**config.mk**
```make
export PLATFORM = sky130hd
export DESIGN_NAME = source_frame_sync
export DESIGN_NICKNAME = d
export VERILOG_FILES = /design/src/rtl/source_frame_sync.sv
export SDC_FILE = /design/constraint.sdc
export NUM_CORES = 1
export LEC_CHECK = 0
export CORE_MARGIN = 2
export CORE_UTILIZATION = 40
export DETAILED_ROUTE_END_ITERATION = 16
export HOLD_SLACK_MARGIN = 0.05
export SKIP_CTS_REPAIR_TIMING = 1
export SLEW_MARGIN = 20
export SYNTH_ARGS = -nofsm -noshare
export SYNTH_HDL_FRONTEND = slang
export SYNTH_SLANG_ARGS = --single-unit
export TNS_END_PERCENT = 10
```
**constraint.sdc**
```tcl
create_clock -name sys_clk -period 2.7 [get_ports sys_clk]
set_input_delay 0.405 -clock sys_clk [delete_from_list [all_inputs] [get_ports sys_clk]]
set_output_delay 0.405 -clock sys_clk [all_outputs]
set_load 0.02 [all_outputs]
```
**src/rtl/source_frame_sync.sv**
```systemverilog
// Frame synchroniser: hunts for a two-byte sync word, forwards a fixed-length payload,
// checks a modulo-256 trailer checksum and pads timed-out frames to full length.
module source_frame_sync #(
   parameter logic [15:0] SYNC_WORD   = 16'hEB90,
   parameter int          FRAME_BYTES = 944,
   parameter int          TIMEOUT     = 1000
) (
   input  logic        sys_clk,
   input  logic        rst_n,
   input  logic [7:0]  rx_data,
   input  logic        rx_valid,
   output logic [7:0]  data,
   output logic        data_valid,
   output logic        frame_done,
   output logic        frame_err,
   output logic [15:0] frame_cnt,
   output logic [15:0] err_cnt,
   output logic        busy,
   output logic [2:0]  dbg_state
);

   // Handshake: rx_valid qualifies exactly one rx_data byte per cycle with no
   // backpressure; data_valid likewise qualifies one data byte per cycle, and
   // the downstream packer must accept every qualified byte.

   localparam int              IW       = $clog2(TIMEOUT + 1);
   localparam logic [9:0]      LAST_IDX = 10'(FRAME_BYTES - 1);
   localparam logic [IW-1:0]   IDLE_MAX = IW'(TIMEOUT);
   localparam logic [7:0]      SYNC_HI  = SYNC_WORD[15:8];
   localparam logic [7:0]      SYNC_LO  = SYNC_WORD[7:0];

   typedef enum logic [2:0] {
      S_HUNT    = 3'd0,
      S_SYNC2   = 3'd1,
      S_PAYLOAD = 3'd2,
      S_CHECK   = 3'd3,
      S_PAD     = 3'd4
   } state_t;

   state_t          r_state;
   state_t          w_state_nxt;
   logic [7:0]      r_data;
   logic [7:0]      w_data_nxt;
   logic            r_dv;
   logic            w_dv_nxt;
   logic            r_done;
   logic            w_done_nxt;
   logic            r_err;
   logic            w_err_nxt;
   logic [9:0]      r_cnt;
   logic [9:0]      w_cnt_nxt;
   logic [7:0]      r_sum;
   logic [7:0]      w_sum_nxt;
   logic [IW-1:0]   r_idle;
   logic [IW-1:0]   w_idle_nxt;
   logic [15:0]     r_frame_cnt;
   logic [15:0]     r_err_cnt;

   always_ff @(posedge sys_clk or negedge rst_n) begin
      if (!rst_n) begin
         r_state <= S_HUNT;
      end else begin
         r_state <= w_state_nxt;
      end
   end

   always_comb begin
      w_state_nxt = r_state;
      w_data_nxt  = r_data;
      w_dv_nxt    = 1'b0;
      w_done_nxt  = 1'b0;
      w_err_nxt   = 1'b0;
      w_cnt_nxt   = r_cnt;
      w_sum_nxt   = r_sum;
      case (r_state)
         S_HUNT: begin
            if (rx_valid && rx_data == SYNC_HI) begin
               w_state_nxt = S_SYNC2;
            end
         end
         S_SYNC2: begin
            if (rx_valid) begin
               if (rx_data == SYNC_LO) begin
                  w_state_nxt = S_PAYLOAD;
                  w_cnt_nxt   = '0;
                  w_sum_nxt   = '0;
               end else if (rx_data != SYNC_HI) begin
                  w_state_nxt = S_HUNT;
               end
            end
         end
         S_PAYLOAD: begin
            // Timeout takes priority over a byte arriving on the same cycle.
            if (r_idle == IDLE_MAX) begin
               w_state_nxt = S_PAD;
            end else if (rx_valid) begin
               w_dv_nxt   = 1'b1;
               w_data_nxt = rx_data;
               w_sum_nxt  = r_sum + rx_data;
               w_cnt_nxt  = r_cnt + 10'd1;
               if (r_cnt == LAST_IDX) begin
                  w_state_nxt = S_CHECK;
               end
            end
         end
         S_CHECK: begin
            if (r_idle == IDLE_MAX) begin
               w_done_nxt  = 1'b1;
               w_err_nxt   = 1'b1;
               w_state_nxt = S_HUNT;
            end else if (rx_valid) begin
               w_done_nxt  = 1'b1;
               w_err_nxt   = (rx_data != r_sum);
               w_state_nxt = S_HUNT;
            end
         end
         S_PAD: begin
            // Zero-fill keeps the packer aligned to whole frames; rx is ignored.
            w_dv_nxt   = 1'b1;
            w_data_nxt = 8'h00;
            w_cnt_nxt  = r_cnt + 10'd1;
            if (r_cnt == LAST_IDX) begin
               w_done_nxt  = 1'b1;
               w_err_nxt   = 1'b1;
               w_state_nxt = S_HUNT;
            end
         end
         default: begin
            w_state_nxt = S_HUNT;
         end
      endcase
   end

   always_comb begin
      w_idle_nxt = '0;
      if (!rx_valid && (w_state_nxt == r_state) &&
          (r_state == S_PAYLOAD || r_state == S_CHECK)) begin
         w_idle_nxt = r_idle + 1'b1;
      end
   end

   always_ff @(posedge sys_clk or negedge rst_n) begin
      if (!rst_n) begin
         r_data      <= 8'h00;
         r_dv        <= 1'b0;
         r_done      <= 1'b0;
         r_err       <= 1'b0;
         r_cnt       <= '0;
         r_sum       <= '0;
         r_idle      <= '0;
         r_frame_cnt <= '0;
         r_err_cnt   <= '0;
      end else begin
         r_data <= w_data_nxt;
         r_dv   <= w_dv_nxt;
         r_done <= w_done_nxt;
         r_err  <= w_err_nxt;
         r_cnt  <= w_cnt_nxt;
         r_sum  <= w_sum_nxt;
         r_idle <= w_idle_nxt;
         if (w_done_nxt) begin
            r_frame_cnt <= r_frame_cnt + 16'd1;
         end
         if (w_err_nxt && r_err_cnt != 16'hFFFF) begin
            r_err_cnt <= r_err_cnt + 16'd1;
         end
      end
   end

   assign data       = r_data;
   assign data_valid = r_dv;
   assign frame_done = r_done;
   assign frame_err  = r_err;
   assign frame_cnt  = r_frame_cnt;
   assign err_cnt    = r_err_cnt;
   assign busy       = (r_state != S_HUNT);
   assign dbg_state  = r_state;

endmodule

```
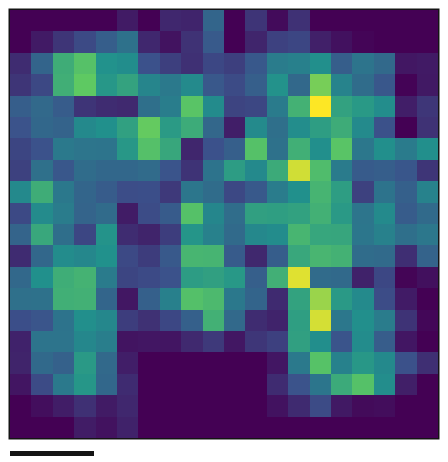
(images/metal_density.png)
The bar under the picture is 20 um long. The die is cut into 20 by 20 equal tiles; dark purple is low, yellow is high, scaled to the fullest tile. Values are wire area over tile area, all layers added.
tiles over half the peak: 19%
mean over tiles: 0.12
fullest tile: 0.41

==> impl_metrics.xml <==
<?xml version="1.0" encoding="UTF-8"?>
<metrics>
  <group name="run_status">
    <metric name="run_status" unit="">finished clean</metric>
  </group>
  <group name="drt">
    <metric name="route.detailed.drc" unit="">0</metric>
    <metric name="antenna_left" unit="">0</metric>
    <metric name="dr_wl_met2" unit="mm">3.74</metric>
    <metric name="highest-signal-layer" unit="">met4</metric>
    <metric name="drt-initial-drc-count" unit="">106</metric>
  </group>
  <group name="synth">
    <metric name="enable_flop_cells" unit="">0</metric>
    <metric name="ys_cells" unit="">372</metric>
    <metric name="yosys.area.top_type" unit="">dfrtp_1</metric>
    <metric name="yosys.area_share.aoi" unit="%">8.20</metric>
    <metric name="muxShareOfSynthArea" unit="%">3.16</metric>
    <metric name="synth_top_flop_cell" unit="">dfrtp_1</metric>
    <metric name="yosys.cell_count.top_type" unit="">dfrtp_1</metric>
    <metric name="mappedNetlistArea" unit="sq um">3880</metric>
    <metric name="post_synth_inst_count" unit="">372</metric>
    <metric name="yosysUniqueCellTypes" unit="">58</metric>
    <metric name="postSynth.asyncResetShare" unit="%">100</metric>
    <metric name="syn-num-nets" unit="">396</metric>
    <metric name="postSynthAreaPerCell" unit="sq um">10.4</metric>
    <metric name="synthXorXnorAreaFrac" unit="%">9.49</metric>
    <metric name="yosys-top-cells-area" unit="">dfrtp_1, xor2_1, ha_1</metric>
  </group>
  <group name="global_route">
    <metric name="first_global_vias" unit="">2983</metric>
    <metric name="grt_antenna_before_repair" unit="">0</metric>
    <metric name="grt_use_met3" unit="%">5.68</metric>
    <metric name="global_route.usage.met2" unit="%">26.1</metric>
    <metric name="grt_use_met1" unit="%">24.1</metric>
  </group>
  <group name="power">
    <metric name="total_leakage_power" unit="nW">2.27</metric>
    <metric name="power.switching" unit="W">0.000472</metric>
    <metric name="cellInternalPower" unit="W">0.00153</metric>
    <metric name="report.power.total" unit="W">0.00200</metric>
    <metric name="irDropWorstVdd" unit="mV">0.305</metric>
  </group>
  <group name="final_timing">
    <metric name="setup_viol" unit="">0</metric>
    <metric name="holdWs" unit="ns">0.193</metric>
    <metric name="final.min_clock_period" unit="ns">2.34</metric>
    <metric name="final.setup.tns" unit="ns">0</metric>
    <metric name="drv_slew" unit="">0</metric>
    <metric name="worst_pin_slew" unit="ns">0.919</metric>
  </group>
  <group name="critical_path">
    <metric name="reg2reg_from" unit="">r_cnt[0]</metric>
    <metric name="path_max_fanout" unit="">15</metric>
    <metric name="path_delay_family" unit="">simple AND/OR/NAND/NOR gates</metric>
    <metric name="path_cells" unit="">ha_1 -&gt; nand3_2 -&gt; nor4_4 -&gt; a221oi_2 -&gt; buf_4 -&gt; nor4b_1 -&gt; xor2_1</metric>
    <metric name="crit_cells" unit="">7</metric>
  </group>
  <group name="cells_and_area">
    <metric name="diodes_inserted" unit="">0</metric>
    <metric name="final_instance_area" unit="sq um">4830</metric>
    <metric name="largest_cell_class" unit="">logic gates</metric>
    <metric name="final_net_count" unit="">468</metric>
    <metric name="layout.sequential_cells" unit="">74</metric>
    <metric name="utilization_after_layout" unit="%">51.8</metric>
    <metric name="finalNonFillerCells" unit="">578</metric>
    <metric name="tally_of_clock_buffers_in_the_finished_layout" unit="">13</metric>
    <metric name="area.sequential" unit="sq um">1850</metric>
    <metric name="proportion_of_cell_area_occupied_by_multi_input_gates" unit="%">39.5</metric>
    <metric name="final-comb-area" unit="sq um">1910</metric>
    <metric name="final_common_cell" unit="">dfrtp_1</metric>
  </group>
  <group name="clocking">
    <metric name="cts_tree" unit="">yes</metric>
    <metric name="cts_htree_levels" unit="">3</metric>
    <metric name="cts.clk_slew.worst_paths" unit="ns">0.07</metric>
    <metric name="worst_skew_pair.late_latency" unit="ns">0.34</metric>
  </group>
  <group name="die">
    <metric name="ios" unit="">58</metric>
    <metric name="num_tap_cells" unit="">129</metric>
    <metric name="core_region_area" unit="sq um">9330</metric>
    <metric name="die_h" unit="um">102</metric>
  </group>
  <group name="placement">
    <metric name="buffer_ports.inserted" unit="">57</metric>
    <metric name="place.detailed.instances" unit="">562</metric>
  </group>
</metrics>
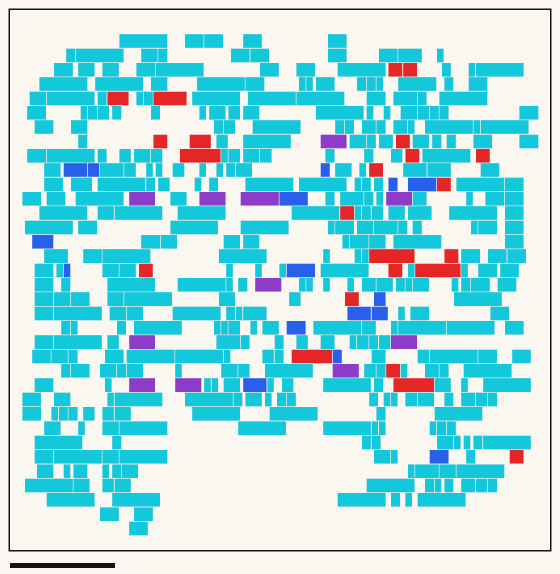
(images/sizes.png)
The bar under the picture is 20 um long.
legend:
  cyan:
    size: _0 and _1 cells
    cells: 399
  red:
    size: _3 and _4 cells
    cells: 23
  blue:
    size: _2 cells
    cells: 16
  purple:
    size: _6 and larger
    cells: 11

Power figures rest on the tool's default switching activity, not on a simulated workload.
